**Floorplan with the power grid**

(1.5 px per µm) Pins as bars on the die edge.
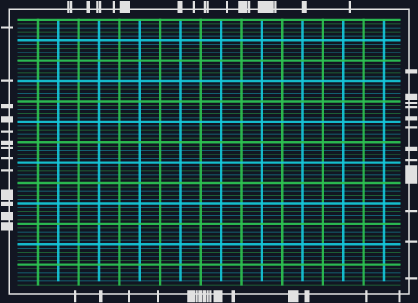
**Cells coloured by class**

(1 px per µm) Fill, decap, tap and diode cells in grey.
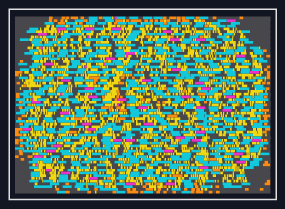
**Clock distribution**

(2 px per µm)
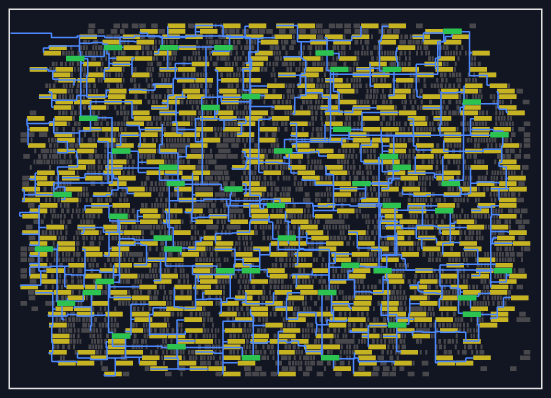
**Routed metal, one colour a layer**

(1.5 px per µm) Only two layers are drawn.
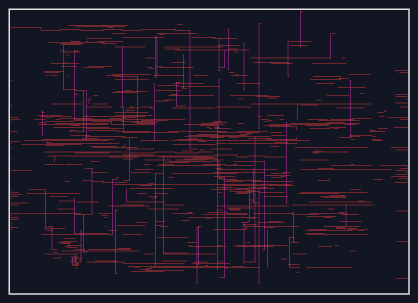
**Placed standard cells**

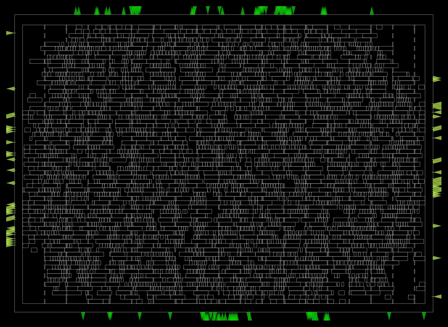
`src/rtl/systolic_pkg.sv`:
```
// Shared definitions for the systolic array front end (skew feeder) and the PE array top.
// SYSTOLIC_CHECK_FRAME_LEN rejects frame lengths too short to hold a fully skewed tile.
`define SYSTOLIC_CHECK_FRAME_LEN(fl, dim) \
  if ((fl) < 2*(dim)-1) begin : g_frame_len_check \
    $error("FRAME_LEN must be at least 2*DIMENSION-1"); \
  end

package systolic_pkg;

  localparam int DEF_DIMENSION = 4;
  localparam int DEF_I_BITS    = 8;
  localparam int LANE_W        = DEF_DIMENSION * DEF_I_BITS;

  typedef enum logic {
    IDLE = 1'b0,
    PLAY = 1'b1
  } feeder_state_t;

  function automatic logic [DEF_I_BITS-1:0] lane(input logic [LANE_W-1:0] vec, input int i);
    return vec[i*DEF_I_BITS +: DEF_I_BITS];
  endfunction

endpackage

```
`src/rtl/skew_tile_bank.sv`:
```
// One ping-pong tile buffer: A columns and B rows written by beat index, read back
// as a diagonally skewed slice for a given frame phase (lane i lags by i cycles).
module skew_tile_bank #(
  parameter int DIMENSION = 4,
  parameter int I_BITS    = 8,
  parameter int PH_W      = 3,
  parameter int SLOT_W    = 2
) (
  input  logic                        clk,
  input  logic                        rst_n,
  input  logic                        wr_en,
  input  logic [SLOT_W-1:0]           wr_slot,
  input  logic [DIMENSION*I_BITS-1:0] a_col,
  input  logic [DIMENSION*I_BITS-1:0] b_row,
  input  logic                        set_full,
  input  logic                        clr_full,
  input  logic [PH_W-1:0]             phase,
  output logic                        full,
  output logic [DIMENSION*I_BITS-1:0] a_skew,
  output logic [DIMENSION*I_BITS-1:0] b_skew
);

  localparam int DATA_W = DIMENSION * I_BITS;

  // a_mem[k] holds column k of A, b_mem[k] holds row k of B, both lane-packed.
  logic [DATA_W-1:0] a_mem [DIMENSION];
  logic [DATA_W-1:0] b_mem [DIMENSION];

  always_ff @(posedge clk or negedge rst_n) begin
    if (!rst_n) begin
      full <= 1'b0;
      for (int k = 0; k < DIMENSION; k++) begin
        a_mem[k] <= '0;
        b_mem[k] <= '0;
      end
    end else begin
      if (wr_en) begin
        a_mem[wr_slot] <= a_col;
        b_mem[wr_slot] <= b_row;
      end
      if (clr_full) begin
        full <= 1'b0;
      end else if (set_full) begin
        full <= 1'b1;
      end
    end
  end

  // Lane i at phase t carries element k = t - i; outside the window it stays zero.
  always_comb begin
    a_skew = '0;
    b_skew = '0;
    for (int i = 0; i < DIMENSION; i++) begin
      for (int k = 0; k < DIMENSION; k++) begin
        if (phase == PH_W'(i + k)) begin
          a_skew[i*I_BITS +: I_BITS] = a_mem[k][i*I_BITS +: I_BITS];
          b_skew[i*I_BITS +: I_BITS] = b_mem[k][i*I_BITS +: I_BITS];
        end
      end
    end
  end

endmodule

```
`src/rtl/systolic_skew_feeder.sv`:
```
// Skew feeder: loads A/B tiles into ping-pong banks and replays them as skewed edge streams
// on a free-running frame grid. Define SKEW_FEEDER_STATS_EN to add o_tile_count and o_underrun.
module systolic_skew_feeder
  import systolic_pkg::*;
#(
  parameter int DIMENSION = DEF_DIMENSION,
  parameter int I_BITS    = DEF_I_BITS,
  parameter int FRAME_LEN = 2 * DIMENSION
) (
  input  logic                        i_clock,
  input  logic                        i_reset,
  input  logic                        i_valid,
  output logic                        o_ready,
  input  logic [DIMENSION*I_BITS-1:0] i_a_col,
  input  logic [DIMENSION*I_BITS-1:0] i_b_row,
  output logic [DIMENSION*I_BITS-1:0] o_a,
  output logic [DIMENSION*I_BITS-1:0] o_b,
  output logic                        o_frame_start,
  output logic                        o_busy
`ifdef SKEW_FEEDER_STATS_EN
  ,
  output logic [15:0]                 o_tile_count,
  output logic                        o_underrun
`endif
);

  localparam int DATA_W = DIMENSION * I_BITS;
  localparam int PH_W   = (FRAME_LEN > 1) ? $clog2(FRAME_LEN) : 1;
  localparam int SLOT_W = (DIMENSION > 1) ? $clog2(DIMENSION) : 1;
  localparam logic [PH_W-1:0]   LAST_PHASE = PH_W'(FRAME_LEN - 1);
  localparam logic [SLOT_W-1:0] LAST_SLOT  = SLOT_W'(DIMENSION - 1);

  `SYSTOLIC_CHECK_FRAME_LEN(FRAME_LEN, DIMENSION)

  feeder_state_t     state;
  logic [PH_W-1:0]   phase;
  logic [PH_W-1:0]   phase_nxt;
  logic [SLOT_W-1:0] beat;
  logic              rd_bank;
  logic              wr_bank;
  logic              wr_nxt;
  logic              next_bank;
  logic              sel;
  logic              wrap;
  logic              accept;
  logic              last_beat;
  logic              start;
  logic              play_nxt;
  logic [1:0]        full;
  logic [1:0]        wr_en;
  logic [1:0]        set_full;
  logic [1:0]        clr_full;
  logic [DATA_W-1:0] a_skew [2];
  logic [DATA_W-1:0] b_skew [2];

  // Handshake: a beat transfers on a rising edge where i_valid && o_ready; the data
  // must be stable with i_valid, and i_valid may be held across beats and tiles.
  always_comb begin
    wrap      = (phase == LAST_PHASE);
    phase_nxt = wrap ? '0 : phase + 1'b1;
    accept    = i_valid && o_ready && !full[wr_bank];
    last_beat = accept && (beat == LAST_SLOT);
    wr_nxt    = last_beat ? ~wr_bank : wr_bank;
    wr_en     = '0;
    set_full  = '0;
    clr_full  = '0;
    if (accept) wr_en[wr_bank] = 1'b1;
    if (last_beat) set_full[wr_bank] = 1'b1;
    if (state == PLAY && wrap) clr_full[rd_bank] = 1'b1;
    // A bank completing on the wrap edge counts as present, so it plays with no gap.
    next_bank = (state == PLAY) ? ~rd_bank : rd_bank;
    start     = wrap && (full[next_bank] || set_full[next_bank]);
    play_nxt  = wrap ? start : (state == PLAY);
    sel       = wrap ? next_bank : rd_bank;
  end

  for (genvar g = 0; g < 2; g++) begin : g_bank
    skew_tile_bank #(
      .DIMENSION(DIMENSION),
      .I_BITS   (I_BITS),
      .PH_W     (PH_W),
      .SLOT_W   (SLOT_W)
    ) u_bank (
      .clk     (i_clock),
      .rst_n   (i_reset),
      .wr_en   (wr_en[g]),
      .wr_slot (beat),
      .a_col   (i_a_col),
      .b_row   (i_b_row),
      .set_full(set_full[g]),
      .clr_full(clr_full[g]),
      .phase   (phase_nxt),
      .full    (full[g]),
      .a_skew  (a_skew[g]),
      .b_skew  (b_skew[g])
    );
  end

  always_ff @(posedge i_clock or negedge i_reset) begin
    if (!i_reset) begin
      state         <= IDLE;
      phase         <= '0;
      beat          <= '0;
      rd_bank       <= 1'b0;
      wr_bank       <= 1'b0;
      o_ready       <= 1'b1;
      o_a           <= '0;
      o_b           <= '0;
      o_frame_start <= 1'b0;
      o_busy        <= 1'b0;
    end else begin
      phase   <= phase_nxt;
      wr_bank <= wr_nxt;
      if (accept) begin
        beat <= last_beat ? '0 : beat + 1'b1;
      end
      // A bank released on this edge is only seen as free one cycle later.
      o_ready <= !(full[wr_nxt] || set_full[wr_nxt]);
      if (wrap) begin
        state   <= start ? PLAY : IDLE;
        rd_bank <= next_bank;
      end
      o_a           <= play_nxt ? a_skew[sel] : '0;
      o_b           <= play_nxt ? b_skew[sel] : '0;
      o_frame_start <= start;
      o_busy        <= play_nxt;
    end
  end

`ifdef SKEW_FEEDER_STATS_EN
  logic played;

  always_ff @(posedge i_clock or negedge i_reset) begin
    if (!i_reset) begin
      o_tile_count <= '0;
      o_underrun   <= 1'b0;
      played       <= 1'b0;
    end else begin
      if (start) begin
        played <= 1'b1;
        if (o_tile_count != 16'hFFFF) o_tile_count <= o_tile_count + 16'd1;
      end
      if (wrap && state == IDLE && played) o_underrun <= 1'b1;
    end
  end
`endif

endmodule

```
`config.mk`:
```
export PLATFORM = sky130hd
export DESIGN_NAME = systolic_skew_feeder
export DESIGN_NICKNAME = d
export VERILOG_FILES = /design/src/rtl/systolic_pkg.sv /design/src/rtl/skew_tile_bank.sv /design/src/rtl/systolic_skew_feeder.sv
export SDC_FILE = /design/constraint.sdc
export NUM_CORES = 1
export LEC_CHECK = 0
export ABC_AREA = 1
export CAP_MARGIN = 20
export CORE_ASPECT_RATIO = 0.7
export CORE_MARGIN = 5
export CORE_UTILIZATION = 60
export CTS_CLUSTER_DIAMETER = 100
export CTS_CLUSTER_SIZE = 14
export DETAILED_ROUTE_END_ITERATION = 8
export PLACE_DENSITY = 0.76
export SLEW_MARGIN = 40
export SYNTH_ARGS = -nofsm -noshare
export SYNTH_HDL_FRONTEND = slang
export SYNTH_SLANG_ARGS = --single-unit
export TNS_END_PERCENT = 20
```
`constraint.sdc`:
```
create_clock -name i_clock -period 5.45 [get_ports i_clock]
set_clock_uncertainty 0.15 [all_clocks]
set_input_delay 0.8175 -clock i_clock [delete_from_list [all_inputs] [get_ports i_clock]]
set_output_delay 0.8175 -clock i_clock [all_outputs]
set_load 0.01 [all_outputs]
```
==> impl_metrics.yaml <==
# yosys + openroad results
status:
  status: "finished, final reports clean"
timing:
  slew_headroom_pct: 43.2
  post-route-min-period_ps: 4000
  tns_ps: 0
  final_max_slew_viol_count: 0
  finalHoldViolations: 0
  rsz0062_at_grt: "false"
  setup_viol_count_final: 0
  setup_slack_ps: 1450
  tightest_slew_ps: 853
  fmax_ghz: 0.250
  finalClockPeriodUsage_pct: 73.4
final_layout:
  reg.largest.list: "g_bank.u_bank.a_mem: 256 flops, g_bank.u_bank.b_mem: 256 flops"
  logic_area_um2: 10900
  ff_latch_area_um2: 14700
  area_growth_pct: 11.4
  drive_above_1_share_pct: 3.85
  nFillCells: 3635
  finalNetCount: 3599
placement:
  hpwl_um: 43400
  placedInstanceArea_um2: 29100
  post-place-ws_ps: 1330
  io_buffers: 133
  place_congestion: 0.828
grt:
  grt_use_total_pct: 30.7
  grt_pass1_vias: 23300
  grt-ovfl-total: 0
  antenna_found_initial: 0
power:
  power.leakage_nw: 15.3
  power_density_nw_per_um2: 517
worst_setup_path:
  cpPeakStageDelay_ps: 860
  crit_path_top_delay_cell: "clkinv_2"
  crit_family: "buffers and inverters"
  crit_fanout: 43
  start_kind: "flop"
  critPathKind: "reg -> reg"
  ff2ff_path_depth: 9
  arrival_ps: 4310
  r2r_setup_slack_ps: 1450
  reg2reg_from: "wr_bank$_DFF_PN0_"
  crit_chain: "clkinv_2 > ha_1 > nor2_1 > nand3_1 > nand3_1 > nand2_2 > buf_12 > nand2_1 > nor2_1"
  critical_path_buf_inv_count: 2
  cp-end-kind: "flop"
floorplan:
  io_pins: 134
  die_area_um2: 50100
  initCoreUtil_pct: 60.7
logic_synthesis:
  ys_seq_share_pct: 53.8
  syn_avg_cell_area_um2: 7.74
  synthesis.area_um2: 27400
  synth_cell_types: 22
  syn_inst: 3541
  yosysWarnings: 0
  fp_nets: 3620
  ys_area_um2: 27400
  synth_flops: 589
min_path:
  worstHoldStart: "g_bank[1].u_bank.b_mem[53]$_DFFE_PN0P_"
  hold_class: "reg -> reg"
clock_network:
  post_cts_buffers: 0
  ctsHoldBuffers: 0
  postCtsResizedCells: 0
  cts_made_buffers: 48
  cts_root_buf: "clkbuf_16"
  cts.sinks: 589
  h-tree-depth: 2
  cts_tree: "yes"
routing:
  viasPerCell: 5.78
  routed_wl_um: 76700
  drc: 0
  drt_iter0_drc: 2707
  drt.antenna.violating_nets: 0
  wl_per_cell_um: 18.5
  dr.pass1.iters: 6
flow_run:
  drv_cap: 0
## Picture notes: 'floorplan with the power grid'
| colour | net |
|---|---|
| green | VSS |
| cyan | VDD |
signal pins: 134
met5 straps: 13
met4 straps: 18
met1 rails: 66
rows: 65
area of the core: 45,100 µm²
Die W: 265 µm
die height: 189 µm
peak supply drop: 373 µV

## Picture notes: 'cells coloured by class'
| colour | class | cells | share of their area |
|---|---|---|---|
| cyan | registers | 589 | 50% |
| magenta | clock drivers and dummy loads | 61 | 4.3% |
| orange | remaining buffers and delay cells | 181 | 6.4% |
| yellow | remaining logic cells | 2,700 | 40% |
fin area: 30,500 µm²
Core Rows: 65
Final Util: 67.7%

## Picture notes: 'clock distribution'
[yellow] flip-flops | count: 589
[blue] clock wires | length: 6,660 µm
[green] clock-net drivers | count: 48
routed clock nets: 49
clk ins delay skew pair: 570 ps
clock network power: 3.14 mW
clock share of power: 19.9%

## Picture notes: 'routed metal, one colour a layer'
| colour | layer | wire length |
|---|---|---|
| magenta | M4 | 1,790 µm |
| red | M3 | 7,550 µm |

## Picture notes: 'placed standard cells'
post-route insts no fill: 4,135
sequential cell count: 589
Tapcell Cnt: 603
Seq area share: 48.3%

[layer usage]
layer	track usage, %	wire, µm
met5	0	0
met4	8.06	1790
met3	6.47	7550
met2	47.0	34000
met1	45.1	33300
[worst max-delay path by stage]
stage                                  from                                       to  cells past startpoint
after floorplan                     i_valid                        o_a[23]$_DFF_PN0_                     11
after global placement              i_valid  g_bank[1].u_bank.a_mem[111]$_DFFE_PN0P_                      8
after detailed placement            i_valid  g_bank[1].u_bank.b_mem[109]$_DFFE_PN0P_                      7
after CTS                 wr_bank$_DFF_PN0_  g_bank[1].u_bank.b_mem[109]$_DFFE_PN0P_                      6
after global routing      wr_bank$_DFF_PN0_                        o_b[12]$_DFF_PN0_                      9
final                     wr_bank$_DFF_PN0_                        o_a[15]$_DFF_PN0_                      9
[cells by family (layout without fill, tap and decap cells)]
group	count (synthesis)	count (layout)	synth area share, %
and+or+nand+nor	1836	1836	27.0
other	0	1	0
buffers and inverters	507	497	7.06
AOI/OAI and AO/OA	597	597	11.6
adders and majority gates	12	12	0.548
DFF	589	589	53.8
[through the flow]
| stage | total power [mW] | hold WS [ps] | cells | util [%] |
|---|---|---|---|---|
| finish | 15.8 | 329 | 4135 | 67.7 |
| global placement | 12.2 | 309 | 4068 | 64.4 |
| CTS | 15.7 | 143 | 4130 | 67.4 |
| floorplan | 10.7 | 296 | 3541 | - |
| global route | 17.0 | 350 | 4134 | 67.6 |
| detailed placement | 12.6 | 317 | 4069 | 64.5 |
[cell usage after synthesis]
library cell	n	area share [%]
inv_1	251	3.4
nand2_1	1005	14
a31oi_1	1	0.023
o21ai_0	500	9.1
nor3_1	1	0.018
dfrtp_1	588	54
a21oi_1	15	0.27
buf_1	19	0.26
nor4_1	1	0.023
dfstp_2	1	0.096
o31ai_1	1	0.027
o211ai_1	16	0.44
nor2_1	506	6.9
or2_2	8	0.18
clkinv_1	3	0.041
clkbuf_1	207	2.8
nand3_1	251	4.6
nand4_1	64	1.5
ha_1	12	0.55
inv_2	1	0.014
o21bai_1	64	1.8
buf_2	26	0.47
[area by class of cell]
| type | instances | share of cell area, % |
|---|---|---|
| clock inverters | 1 | 0.0533 |
| flip-flops and latches | 589 | 48.3 |
| clock buffers | 60 | 4.15 |
| well taps | 603 | 2.47 |
| repair buffers | 181 | 6.20 |
| diodes | 1 | 0.00820 |
| multi-input cells | 2445 | 35.7 |
| inverters | 255 | 3.14 |
[power by group]
part | switching [mW] | internal [mW]
registers | 1.01 | 6.39
clock network | 1.53 | 1.62
logic | 3.28 | 1.96
[worst min-delay path, delay by kind of cell (launching register included)]
kind            cells  cell delay (ps)
flops               1              340
compound gates      1               50
simple gates        1               50
[layout by cell type, fill, tap and decap left out, types with 3 or more instances in the layout]
cell type / count
clkdlybuf4s50_1: 132
dfrtp_1: 588
buf_6: 4
nand3_1: 243
inv_1: 248
nor2_1: 505
o211ai_1: 16
o21bai_1: 64
ha_2: 4
buf_16: 3
nand3_4: 7
nand4_1: 64
clkbuf_1: 11
o21ai_0: 500
a21oi_1: 15
ha_1: 7
buf_12: 9
or2_2: 8
nand2_2: 7
buf_4: 30
nand2_1: 996
inv_2: 3
clkbuf_16: 49
Power figures rest on the tool's default switching activity, not on a simulated workload.
